===== config.mk =====
export PLATFORM = sky130hd
export DESIGN_NAME = beat_packer
export DESIGN_NICKNAME = d
export VERILOG_FILES = /design/src/rtl/beat_packer.sv
export SDC_FILE = /design/constraint.sdc
export NUM_CORES = 1
export LEC_CHECK = 0
export ABC_AREA = 1
export CORE_MARGIN = 3
export CORE_UTILIZATION = 35
export CTS_CLUSTER_DIAMETER = 100
export DETAILED_ROUTE_END_ITERATION = 8
export SYNTH_ARGS = -nofsm -noshare
export SYNTH_HDL_FRONTEND = slang
export SYNTH_SLANG_ARGS = --single-unit

===== constraint.sdc =====
create_clock -name clk_i -period 4.3 [get_ports clk_i]
set_clock_uncertainty 0.15 [all_clocks]
set_input_delay 0.86 -clock clk_i [delete_from_list [all_inputs] [get_ports clk_i]]
set_output_delay 0.86 -clock clk_i [all_outputs]
set_load 0.1 [all_outputs]

===== src/rtl/beat_packer.sv =====
// rtl/beat_packer.sv - packs RATIO narrow ready/valid beats into one wide masked word
// Optional idle timeout flush: define BEAT_PACKER_TIMEOUT_EN (adds TIMEOUT_CYCLES).
module beat_packer #(
  parameter int NARROW_W = 32,
  parameter int RATIO    = 4
`ifdef BEAT_PACKER_TIMEOUT_EN
  ,
  parameter int TIMEOUT_CYCLES = 16
`endif
) (
  input  logic                         clk_i,
  input  logic                         rst_ni,
  input  logic                         in_valid_i,
  output logic                         in_ready_o,
  input  logic [NARROW_W-1:0]          in_data_i,
  input  logic                         in_last_i,
  output logic                         out_valid_o,
  input  logic                         out_ready_i,
  output logic [NARROW_W*RATIO-1:0]    out_data_o,
  output logic [RATIO-1:0]             out_mask_o,
  output logic                         out_last_o
);

  if (RATIO < 2) begin : g_ratio_check
    $fatal(1, "beat_packer: RATIO must be >= 2");
  end

  localparam int CNT_W = (RATIO > 1) ? $clog2(RATIO) : 1;
  localparam logic [CNT_W-1:0] CNT_MAX = CNT_W'(RATIO - 1);

  typedef enum logic {
    S_FILL = 1'b0,
    S_HOLD = 1'b1
  } state_t;

  state_t                      r_state;
  logic [CNT_W-1:0]            r_cnt;
  logic                        r_valid;
  logic [NARROW_W*RATIO-1:0]   r_data;
  logic [RATIO-1:0]            r_mask;
  logic                        r_last;
  logic                        w_in_fire;
  logic                        w_out_fire;
  logic                        w_timeout;

  // While a word is held, a new beat can only enter if the held word leaves this cycle.
  assign in_ready_o  = (r_state == S_FILL) ? 1'b1 : out_ready_i;
  assign w_in_fire   = in_valid_i & in_ready_o;
  assign w_out_fire  = r_valid & out_ready_i;

  assign out_valid_o = r_valid;
  assign out_data_o  = r_data;
  assign out_mask_o  = r_mask;
  assign out_last_o  = r_last;

`ifdef BEAT_PACKER_TIMEOUT_EN
  localparam int IDLE_W = $clog2(TIMEOUT_CYCLES + 1);
  logic [IDLE_W-1:0] r_idle;

  // Idle counter: counts stalled cycles of a partially filled word.
  always_ff @(posedge clk_i or negedge rst_ni) begin
    if (!rst_ni) begin
      r_idle <= '0;
    end else if (w_in_fire || r_state != S_FILL) begin
      r_idle <= '0;
    end else if (r_cnt != '0) begin
      r_idle <= r_idle + 1'b1;
    end
  end

  assign w_timeout = (r_state == S_FILL) && (r_cnt != '0) && !w_in_fire &&
                     (r_idle == IDLE_W'(TIMEOUT_CYCLES - 1));
`else
  assign w_timeout = 1'b0;
`endif

  // Packing FSM: fill lanes in order, hold the finished word until the consumer takes it.
  always_ff @(posedge clk_i or negedge rst_ni) begin
    if (!rst_ni) begin
      r_state <= S_FILL;
      r_cnt   <= '0;
      r_valid <= 1'b0;
      r_data  <= '0;
      r_mask  <= '0;
      r_last  <= 1'b0;
    end else begin
      case (r_state)
        S_FILL: begin
          if (w_in_fire) begin
            for (int k = 0; k < RATIO; k++) begin
              if (r_cnt == CNT_W'(k)) begin
                r_data[k*NARROW_W +: NARROW_W] <= in_data_i;
                r_mask[k]                      <= 1'b1;
              end
            end
            r_last <= in_last_i;
            if (r_cnt == CNT_MAX || in_last_i) begin
              r_state <= S_HOLD;
              r_valid <= 1'b1;
              r_cnt   <= '0;
            end else begin
              r_cnt <= r_cnt + 1'b1;
            end
          end else if (w_timeout) begin
            r_state <= S_HOLD;
            r_valid <= 1'b1;
            r_cnt   <= '0;
          end
        end
        S_HOLD: begin
          if (w_out_fire) begin
            if (w_in_fire) begin
              // Back-to-back: the incoming beat starts a fresh word in lane 0.
              r_data <= {{(NARROW_W*(RATIO-1)){1'b0}}, in_data_i};
              r_mask <= RATIO'(1);
              r_last <= in_last_i;
              if (in_last_i) begin
                r_cnt <= '0;
              end else begin
                r_state <= S_FILL;
                r_valid <= 1'b0;
                r_cnt   <= CNT_W'(1);
              end
            end else begin
              r_state <= S_FILL;
              r_valid <= 1'b0;
              r_data  <= '0;
              r_mask  <= '0;
              r_last  <= 1'b0;
            end
          end
        end
        default: begin
          r_state <= S_FILL;
        end
      endcase
    end
  end

endmodule


==> flow_summary.yaml <==
# physical design summary
clock_network:
  worstSkewPairLatency_ns: 0.41
  cts_setup_buffers: 0
  h-tree-depth: 4
  hold_buffers: 0
  cts_inserted_buffers: 17
  clkSinkCount: 137
status:
  status: "finished clean"
synthesis:
  netlist_area_mm2: 0.00612
  logic_family: "simple AND/OR/NAND/NOR gates"
  top_cell_area_share: 0.561
  ys_seq_frac: 0.561
  synthAdderAreaFrac: 0.00818
  yosysChipArea_mm2: 0.00612
  ys_ff: 137
  ys_cells: 735
  top_cells_by_area: "dfrtp_1 56%, nand2_1 23%, nand4_1 13%, buf_2 2.2%, clkbuf_1 2.0%"
  synth-simple-area-share: 0.370
  yosysUniqueCellTypes: 16
finish:
  final_cell_area_mm2: 0.00848
  drive_gt1_frac: 0.0614
  diodes: 0
critical_path:
  crit_family: "buffers and inverters"
  critPathMaxFanout: 2
  worstReg2RegStart: "r_state$_DFF_PN0_"
  reg2reg_depth: 5
  timing.rr.end: "out_mask_o[0]$_DFFE_PN0P_"
  critical_path_class: "reg2out"
  slowest_delay_ns: 1.17
  critPathSlowestCell: "clkdlybuf4s50_1"
  cp.required_ns: 3.29
grt:
  grt_max_degree: 107
  grt_overflow: 0
floorplan:
  chipHeight_um: 138
  num_rows: 47
timing:
  worst_slew_pin_slew_ns: 1.14
  finalSetupViolCount: 0
  post-route-period-util: 0.700
  grt_setup_unrepaired: "false"
hold_path:
  hold_depth: 2
detailed_routing:
  drt_pass1_iterations: 5
  routed_via_density: 5.15
flow_run:
  cap_violations: 0
placed_design:
  dp_cells: 1067
  hpwlAfterDp_mm: 11.6
==> cell families after synthesis <==
kind of cell             count (synthesis)
AND-OR/OR-AND                           12
AND/OR/NAND/NOR                        511
flip-flops                             137
buffers and inverters                   71
adder cells (fa/ha/maj)                  4
==> stage by stage <==
step           setup slack, ns  hold slack [ns]
2_1_floorplan             1.76            0.353
3_3_place_gp              1.41            0.302
3_5_place_dp              1.36            0.308
4_1_cts                   1.26            0.324
5_1_grt                   1.24            0.336
6_report                  1.29            0.319
==> state kept, by name, indices dropped and copies added (netlist names) <==
register and cells:
out_last_o 1, out_data_o 128, out_valid_o 1, r_cnt 2
r_state 1, out_mask_o 4
==> layout make-up <==
type	count	area, µm²	share of cell area
clock buffer	20	457	0.0538
inverter	6	25.0	0.00295
timing repair buffer	177	1750	0.206
sequential	137	3430	0.404
clock inverter	12	125	0.0147
tap	220	275	0.0324
multi-input combinational	527	2420	0.286
==> metal layers <==
metal,global-route usage,vias to the layer above,share of wire
li1,-,2717,-
met1,0.294,2739,0.46
met2,0.330,196,0.47
met3,0.0577,6,0.062
met4,0.0380,0,0.0052
met5,0,-,0
==> cell usage in the layout (no fill, tap or decap) <==
cell type / synthesis / final
nand2_1: 368 / 368
clkdlybuf4s50_1: 0 / 167
dfrtp_1: 137 / 136
nand4_1: 131 / 131
clkbuf_16: 0 / 17
buf_4: 0 / 8
nand3_1: 7 / 7
o21ai_0: 6 / 6
inv_1: 6 / 5
clkinv_2: 0 / 5
o21ai_4: 0 / 3
ha_2: 0 / 3
clkinvlp_4: 0 / 3
or2_2: 2 / 2
a21oi_1: 2 / 2
bufinv_16: 0 / 2
clkinv_4: 0 / 2
clkbuf_8: 0 / 2
inv_4: 0 / 1
nor2_1: 2 / 1
a21oi_2: 1 / 1
nand2_2: 1 / 1
nor2_4: 0 / 1
ha_1: 4 / 1
clkbuf_1: 32 / 1
buf_2: 27 / 1
buf_6: 0 / 1
dfrtp_2: 0 / 1
==> worst max-delay path by stage <==
| stage | from | end |
|---|---|---|
| 6_report | out_data_o[30]$_DFFE_PN0P_ | out_data_o[30] |
| 3_5_place_dp | in_valid_i | out_mask_o[0]$_DFFE_PN0P_ |
| 2_1_floorplan | out_ready_i | in_ready_o |
| 5_1_grt | out_data_o[29]$_DFFE_PN0P_ | out_data_o[29] |
| 4_1_cts | out_data_o[30]$_DFFE_PN0P_ | out_data_o[30] |
| 3_3_place_gp | in_valid_i | out_mask_o[0]$_DFFE_PN0P_ |
==> synthesized netlist by cell type <==
master,number
inv_1,6
nor2_1,2
nand3_1,7
buf_2,27
o21ai_0,6
a21oi_1,2
clkbuf_1,32
nand2_2,1
nand2_1,368
o21ai_2,3
or2_2,2
dfrtp_1,137
a21oi_2,1
buf_1,6
ha_1,4
nand4_1,131
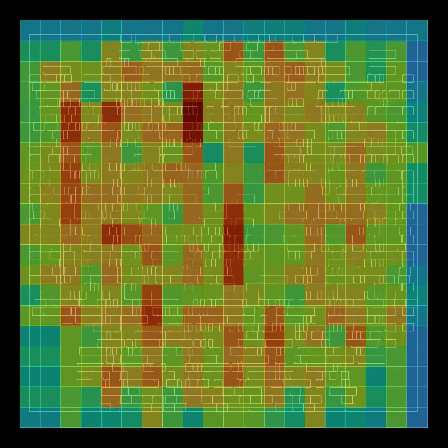
*Routing congestion*
GR Layer Usage met1: 0.294
GR peak layer: met2
WL per Instance: 18.2 µm

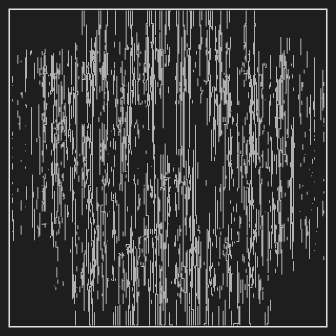
*Met2 routing*
The longest straight run is 70.7 µm. The layer holds 47% of the routed length. 658 nets have wire on it. The layer carries 9420 µm of wire. The wires run mostly vertical.
drt total wl: 20.0 mm
met2 Use GR: 0.330
DR vias: 5658

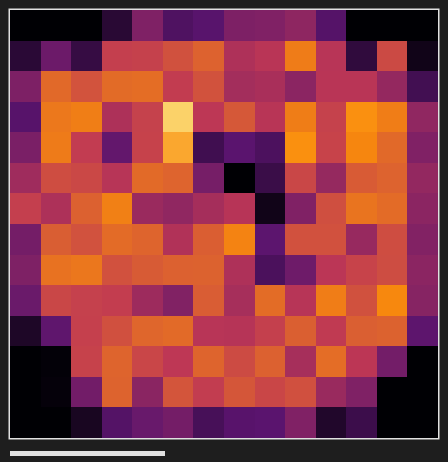
*Cell density map*
Bar = 50 µm. The die is cut into 14 by 14 equal tiles; black is low, pale yellow is high, 0 to 100% covered.
The mean over all tiles is 43%. The emptiest ninth of the die: bottom left. 2.0% of the tiles are over 75% full. The fullest tile reaches 90%. 9.2% of the tiles are nearly empty.
fp util: 0.364
Post-Route Utilization: 0.504
core area: 0.0168 mm²

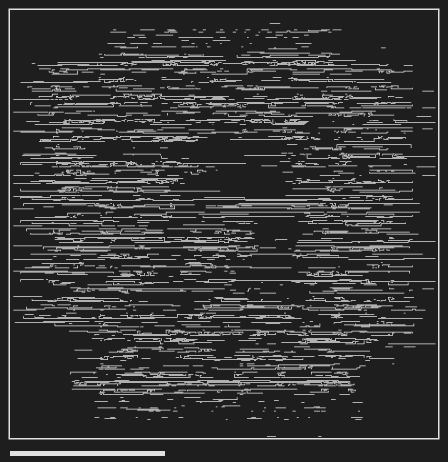
*The metal 1 layer*
Bar = 50 µm.
The wires run mostly horizontal. The longest straight run is 47.4 µm. 799 nets have wire on it.

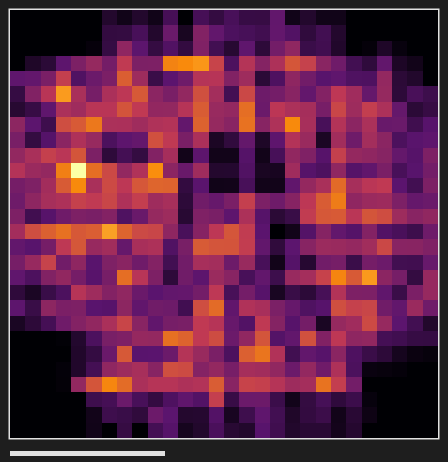
*Routed metal per tile*
Bar = 50 µm. The die is cut into 28 by 28 equal tiles; black is low, pale yellow is high, scaled to the fullest tile. Values are wire area over tile area, all layers added.
The mean over all tiles is 0.16. The fullest tile reaches 0.57. The densest ninth of the die: left middle. 14% of the tiles are over half the peak. 12% of the tiles are nearly empty.
Total GRT Usage: 0.209

